### config.mk
export PLATFORM = sky130hd
export DESIGN_NAME = uart
export DESIGN_NICKNAME = d
export VERILOG_FILES = /design/src/rtl/uart_pkg.sv /design/src/rtl/uart_fifo.sv /design/src/rtl/uart.sv
export SDC_FILE = /design/constraint.sdc
export NUM_CORES = 1
export LEC_CHECK = 0
export ABC_AREA = 1
export CORE_MARGIN = 2
export CORE_UTILIZATION = 35
export CTS_BUF_LIST = sky130_fd_sc_hd__clkbuf_4 sky130_fd_sc_hd__clkbuf_8
export DETAILED_ROUTE_END_ITERATION = 10
export PLACE_DENSITY = 0.51
export RECOVER_POWER = 100
export SKIP_LAST_GASP = 1
export SLEW_MARGIN = 20
export SYNTH_ARGS = -nofsm -noshare
export SYNTH_HDL_FRONTEND = slang
export SYNTH_SLANG_ARGS = --single-unit
export TNS_END_PERCENT = 5
### constraint.sdc
create_clock -name clk -period 2.8 [get_ports clk]
set_input_delay 0.56 -clock clk [delete_from_list [all_inputs] [get_ports clk]]
set_output_delay 0.56 -clock clk [all_outputs]
set_load 0.1 [all_outputs]
### src/rtl/uart_pkg.sv
// Shared definitions for the UART receiver and transmitter state machines.
package uart_pkg;

  typedef enum logic [1:0] {
    ST_IDLE  = 2'd0,
    ST_START = 2'd1,
    ST_DATA  = 2'd2,
    ST_STOP  = 2'd3
  } uart_state_t;

endpackage

### src/rtl/uart_fifo.sv
// Circular FIFO with full/empty flags. Pushes while full and pops while empty
// are ignored. A push and a pop in the same clock both happen.
module uart_fifo #(
  parameter int DATA_W = 8,
  parameter int ADDR_W = 2
) (
  input  logic              clk,
  input  logic              rstn,
  input  logic              i_wr,
  input  logic              i_rd,
  input  logic [DATA_W-1:0] i_wdata,
  output logic [DATA_W-1:0] o_rdata,
  output logic              o_full,
  output logic              o_empty
);

  logic [DATA_W-1:0] r_mem [2**ADDR_W];
  logic [ADDR_W-1:0] r_wptr, r_rptr;
  logic              r_full, r_empty;
  logic              w_push, w_pop;
  logic [ADDR_W-1:0] w_wptr_inc, w_rptr_inc;

  assign w_push     = i_wr && !r_full;
  assign w_pop      = i_rd && !r_empty;
  assign w_wptr_inc = r_wptr + 1'b1;
  assign w_rptr_inc = r_rptr + 1'b1;
  assign o_rdata    = r_mem[r_rptr];
  assign o_full     = r_full;
  assign o_empty    = r_empty;

  // Storage array: written only on an accepted push, never reset.
  always_ff @(posedge clk) begin
    if (w_push) r_mem[r_wptr] <= i_wdata;
  end

  // Pointer and flag update.
  always_ff @(posedge clk or negedge rstn) begin
    if (!rstn) begin
      r_wptr  <= '0;
      r_rptr  <= '0;
      r_full  <= 1'b0;
      r_empty <= 1'b1;
    end else begin
      unique case ({w_push, w_pop})
        2'b10: begin
          r_wptr  <= w_wptr_inc;
          r_empty <= 1'b0;
          r_full  <= (w_wptr_inc == r_rptr);
        end
        2'b01: begin
          r_rptr  <= w_rptr_inc;
          r_full  <= 1'b0;
          r_empty <= (w_rptr_inc == r_wptr);
        end
        2'b11: begin
          r_wptr <= w_wptr_inc;
          r_rptr <= w_rptr_inc;
        end
        default: ;
      endcase
    end
  end

endmodule

### src/rtl/uart.sv
// Full-duplex UART: baud tick generator, 16x oversampling receiver,
// transmitter, and a FIFO in each direction.
module uart
  import uart_pkg::*;
#(
  parameter int DBIT    = 8,
  parameter int SB_TICK = 16,
  parameter int FIFO_AW = 2
) (
  input  logic            clk,
  input  logic            rstn,
  input  logic [10:0]     TIMER_FINAL_VALUE,
  input  logic [DBIT-1:0] w_data,
  input  logic            wr_uart,
  output logic            tx_full,
  output logic            tx,
  input  logic            rx,
  input  logic            rd_uart,
  output logic [DBIT-1:0] r_data,
  output logic            rx_empty
);

  // Tick counter must also hold the stop period count when SB_TICK > 16.
  localparam int SW = (SB_TICK > 16) ? $clog2(SB_TICK) : 4;
  localparam int NW = (DBIT > 1) ? $clog2(DBIT) : 1;

  // ---------------- baud tick ----------------
  logic [10:0] r_baud_cnt;
  logic        w_tick;
  // ">=" keeps the counter from running away when the divisor is lowered.
  assign w_tick = (r_baud_cnt >= TIMER_FINAL_VALUE);

  // Free-running divisor counter.
  always_ff @(posedge clk or negedge rstn) begin
    if (!rstn) r_baud_cnt <= '0;
    else       r_baud_cnt <= w_tick ? 11'd0 : r_baud_cnt + 11'd1;
  end

  // ---------------- rx synchronizer ----------------
  logic [1:0] r_rx_sync;
  logic       w_rx;
  assign w_rx = r_rx_sync[1];

  // Two-flop synchronizer, idles high.
  always_ff @(posedge clk or negedge rstn) begin
    if (!rstn) r_rx_sync <= 2'b11;
    else       r_rx_sync <= {r_rx_sync[0], rx};
  end

  // ---------------- receiver ----------------
  uart_state_t     r_rx_st, w_rx_st_nx;
  logic [SW-1:0]   r_rx_s, w_rx_s_nx;
  logic [NW-1:0]   r_rx_n, w_rx_n_nx;
  logic [DBIT-1:0] r_rx_b, w_rx_b_nx;
  logic            w_rx_done;

  // Receiver state registers.
  always_ff @(posedge clk or negedge rstn) begin
    if (!rstn) begin
      r_rx_st <= ST_IDLE;
      r_rx_s  <= '0;
      r_rx_n  <= '0;
      r_rx_b  <= '0;
    end else begin
      r_rx_st <= w_rx_st_nx;
      r_rx_s  <= w_rx_s_nx;
      r_rx_n  <= w_rx_n_nx;
      r_rx_b  <= w_rx_b_nx;
    end
  end

  // Receiver next state: find start midpoint, then sample every 16 ticks.
  always_comb begin
    w_rx_st_nx = r_rx_st;
    w_rx_s_nx  = r_rx_s;
    w_rx_n_nx  = r_rx_n;
    w_rx_b_nx  = r_rx_b;
    w_rx_done  = 1'b0;
    unique case (r_rx_st)
      ST_IDLE:
        if (!w_rx) begin
          w_rx_st_nx = ST_START;
          w_rx_s_nx  = '0;
        end
      ST_START:
        if (w_tick) begin
          if (r_rx_s == SW'(7)) begin
            w_rx_st_nx = ST_DATA;
            w_rx_s_nx  = '0;
            w_rx_n_nx  = '0;
          end else w_rx_s_nx = r_rx_s + 1'b1;
        end
      ST_DATA:
        if (w_tick) begin
          if (r_rx_s == SW'(15)) begin
            w_rx_b_nx = {w_rx, r_rx_b[DBIT-1:1]};
            w_rx_s_nx = '0;
            if (r_rx_n == NW'(DBIT-1)) w_rx_st_nx = ST_STOP;
            else                       w_rx_n_nx  = r_rx_n + 1'b1;
          end else w_rx_s_nx = r_rx_s + 1'b1;
        end
      ST_STOP:
        if (w_tick) begin
          if (r_rx_s == SW'(SB_TICK-1)) begin
            w_rx_st_nx = ST_IDLE;
            w_rx_done  = 1'b1;
          end else w_rx_s_nx = r_rx_s + 1'b1;
        end
      default: w_rx_st_nx = ST_IDLE;
    endcase
  end

  // ---------------- rx fifo / read port ----------------
  logic [DBIT-1:0] w_rx_head;
  logic            w_rx_pop;
  assign w_rx_pop = rd_uart && !rx_empty;

  uart_fifo #(.DATA_W(DBIT), .ADDR_W(FIFO_AW)) u_rx_fifo (
    .clk     (clk),
    .rstn    (rstn),
    .i_wr    (w_rx_done),
    .i_rd    (w_rx_pop),
    .i_wdata (r_rx_b),
    .o_rdata (w_rx_head),
    .o_full  (),
    .o_empty (rx_empty)
  );

  // Read data register: captures the head on an accepted pop, else holds.
  always_ff @(posedge clk or negedge rstn) begin
    if (!rstn)         r_data <= '0;
    else if (w_rx_pop) r_data <= w_rx_head;
  end

  // ---------------- transmitter ----------------
  uart_state_t     r_tx_st, w_tx_st_nx;
  logic [SW-1:0]   r_tx_s, w_tx_s_nx;
  logic [NW-1:0]   r_tx_n, w_tx_n_nx;
  logic [DBIT-1:0] r_tx_shift, w_tx_shift_nx;
  logic            r_tx, w_tx_nx;
  logic [DBIT-1:0] w_tx_head;
  logic            w_tx_empty, w_tx_pop;

  assign tx = r_tx;

  uart_fifo #(.DATA_W(DBIT), .ADDR_W(FIFO_AW)) u_tx_fifo (
    .clk     (clk),
    .rstn    (rstn),
    .i_wr    (wr_uart),
    .i_rd    (w_tx_pop),
    .i_wdata (w_data),
    .o_rdata (w_tx_head),
    .o_full  (tx_full),
    .o_empty (w_tx_empty)
  );

  // Transmitter state registers; tx line is registered, idles high.
  always_ff @(posedge clk or negedge rstn) begin
    if (!rstn) begin
      r_tx_st    <= ST_IDLE;
      r_tx_s     <= '0;
      r_tx_n     <= '0;
      r_tx_shift <= '0;
      r_tx       <= 1'b1;
    end else begin
      r_tx_st    <= w_tx_st_nx;
      r_tx_s     <= w_tx_s_nx;
      r_tx_n     <= w_tx_n_nx;
      r_tx_shift <= w_tx_shift_nx;
      r_tx       <= w_tx_nx;
    end
  end

  // Transmitter next state; line level follows the next state so tx
  // drops on the same edge that pops the FIFO.
  always_comb begin
    w_tx_st_nx    = r_tx_st;
    w_tx_s_nx     = r_tx_s;
    w_tx_n_nx     = r_tx_n;
    w_tx_shift_nx = r_tx_shift;
    w_tx_pop      = 1'b0;
    unique case (r_tx_st)
      ST_IDLE:
        if (!w_tx_empty) begin
          w_tx_shift_nx = w_tx_head;
          w_tx_pop      = 1'b1;
          w_tx_s_nx     = '0;
          w_tx_st_nx    = ST_START;
        end
      ST_START:
        if (w_tick) begin
          if (r_tx_s == SW'(15)) begin
            w_tx_st_nx = ST_DATA;
            w_tx_s_nx  = '0;
            w_tx_n_nx  = '0;
          end else w_tx_s_nx = r_tx_s + 1'b1;
        end
      ST_DATA:
        if (w_tick) begin
          if (r_tx_s == SW'(15)) begin
            w_tx_shift_nx = r_tx_shift >> 1;
            w_tx_s_nx     = '0;
            if (r_tx_n == NW'(DBIT-1)) w_tx_st_nx = ST_STOP;
            else                       w_tx_n_nx  = r_tx_n + 1'b1;
          end else w_tx_s_nx = r_tx_s + 1'b1;
        end
      ST_STOP:
        if (w_tick) begin
          if (r_tx_s == SW'(SB_TICK-1)) w_tx_st_nx = ST_IDLE;
          else                          w_tx_s_nx  = r_tx_s + 1'b1;
        end
      default: w_tx_st_nx = ST_IDLE;
    endcase
    unique case (w_tx_st_nx)
      ST_START: w_tx_nx = 1'b0;
      ST_DATA:  w_tx_nx = w_tx_shift_nx[0];
      default:  w_tx_nx = 1'b1;
    endcase
  end

endmodule

==> images/gate_families.png <==
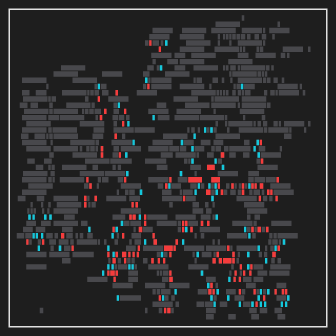
- inverters: cyan (cells 87)
- NAND gates: red (cells 117)
most common logic cell in the routed design: nor2_1
logic share of the area: 0.307

==> images/registers.png <==
Other sequential cells in the stronger grey, the rest of the logic in the fainter grey.
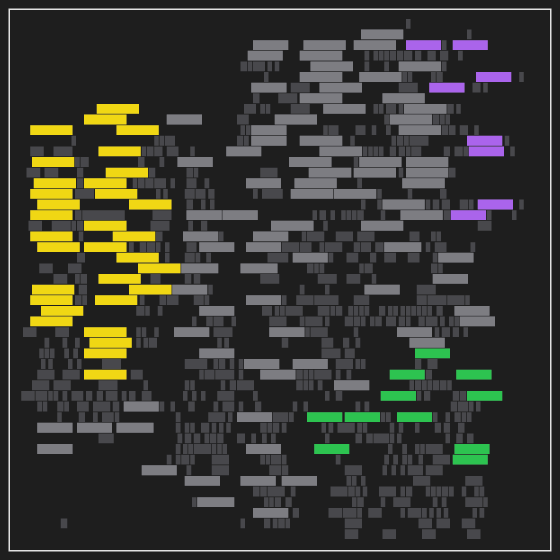
- r_baud_cnt: green (placed flops 11; where lower right)
- r_data: purple (placed flops 8; where upper right)
- u_tx_fifo.r_mem: yellow (placed flops 32)
- not coloured: 81
sequential share of cell area: 0.503
Reg area: 3630 um^2
Final Util: 0.404
sequential power: 2.52 mW

==> images/pdn.png <==
Pins as bars on the die edge.
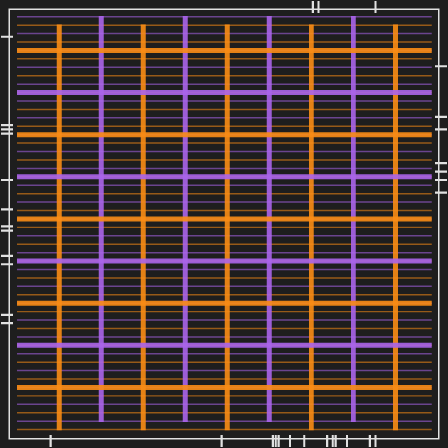
- VDD: purple
- VSS: orange
- met1 rails: 50
- rows: 49
- met5 straps: 9
- met4 straps: 9
- signal pins: 35
Core Region: 17800 um^2
worst vdd ir: 0.543 mV
Die Wd: 138 um
height of the die: 138 um

==> images/final_clocks.png <==
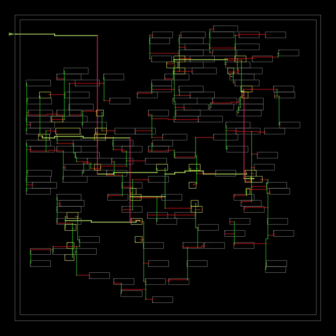
clk_skew: 0.00990 ns
flop count: 132
Clock Sinks: 132
clk ins delay skew pair: 0.44 ns
clock buf count: 20

==> images/met1.png <==
Supply wires on this layer in grey.
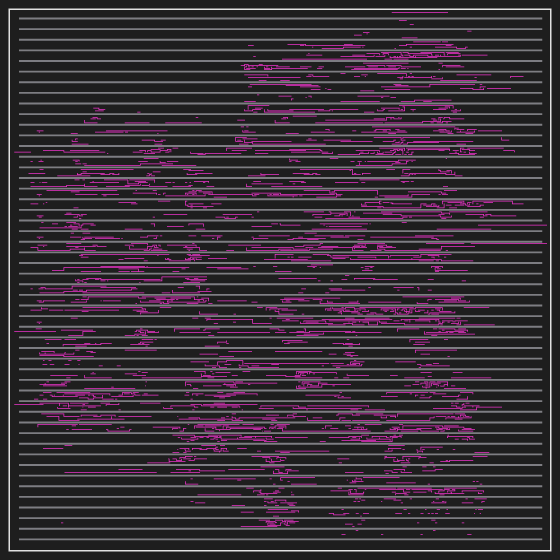
- nets with wire on the layer: 699
- wire length on this layer: 5720 um
Routed Wire Length: 12.0 mm
vias post-DR: 4284
Global Route met1 Usage: 0.173

==> results.cfg <==
; generated from flow reports
[sta]
fmax_mhz = 413
slew_headroom = -0.140
period_minus_slack_ns = 2.42
slew_violations = 69
worstMarginPinSlew_ns = 1.71

[synth]
simple_gate_share = 0.154
edf_count = 64
yosysCellCount = 630
aoi_share = 0.110
syn_avg_cell_area_um2 = 10.0
yosys_warnings = 0

[flow_run]
maxCapViolCount = 1
tool_warnings = 39

[worst_setup_path]
cp.required_ns = 3.17
timing.rr.end = r_rx_b[4]
reg2reg_from = r_baud_cnt[6]
crit_family = buffers and inverters
slowest_stage = clkdlybuf4s50_1
end_kind = flop
worstPathBufferInverterCount = 5
critical_path_depth = 14
rr_worst_depth = 12

[cells_and_area]
top_regs = u_rx_fifo.r_mem: 32 flops, u_tx_fifo.r_mem: 32 flops, r_baud_cnt: 11 flops
drive_gt1_frac = 0.0857
layout.nets = 748
area_growth_pct = 14.5

[placement]
dp_hpwl_mm = 8.48
gp_congestion = 0.749

[route]
routed.top_layer = met4
via_per_inst = 4.61
wl_per_cell_um = 13.0
met1_length_mm = 5.72
drt-initial-drc-count = 308

[clocking]
path_clk_slew_ns = 0.08
cts_root_buffer = clkbuf_8

[power_and_ir_drop]
p_sw_frac = 0.350
p_leak_nw = 3.18
power_density_nw_per_um2 = 773

[floorplanning]
initial_core_util = 0.353

[status]
outcome = complete, but fails checks
violations = max-capacitance violations, max-slew violations

[worst_hold_path]
hp-start = r_rx_sync[0]

[global_routing]
gr-total-overflow = 0
-- cell type report --
class | count | area (um^2) | area share
Clock buffer | 20 | 269 | 0.0373
Clock inverter | 12 | 120 | 0.0166
Inverter | 87 | 327 | 0.0453
Multi-Input combinational cell | 396 | 2220 | 0.307
Sequential cell | 132 | 3630 | 0.503
Tap cell | 229 | 287 | 0.0397
Timing Repair Buffer | 53 | 368 | 0.0510
-- routing by layer --
metal / up-vias / GRT usage
li1: 2209 / -
met1: 2001 / 0.173
met2: 66 / 0.215
met3: 8 / 0.0374
met4: 0 / 0.0456
met5: - / 0
-- metrics by stage --
stage          total power [mW]  setup WS [ns]
6_report                   5.57          0.378
5_1_grt                    6.01          0.148
4_1_cts                    5.71          0.453
3_5_place_dp               4.13        -0.0173
3_3_place_gp               4.08         0.0120
2_1_floorplan              3.69          0.399
Power is estimated from default activity; no workload was simulated.
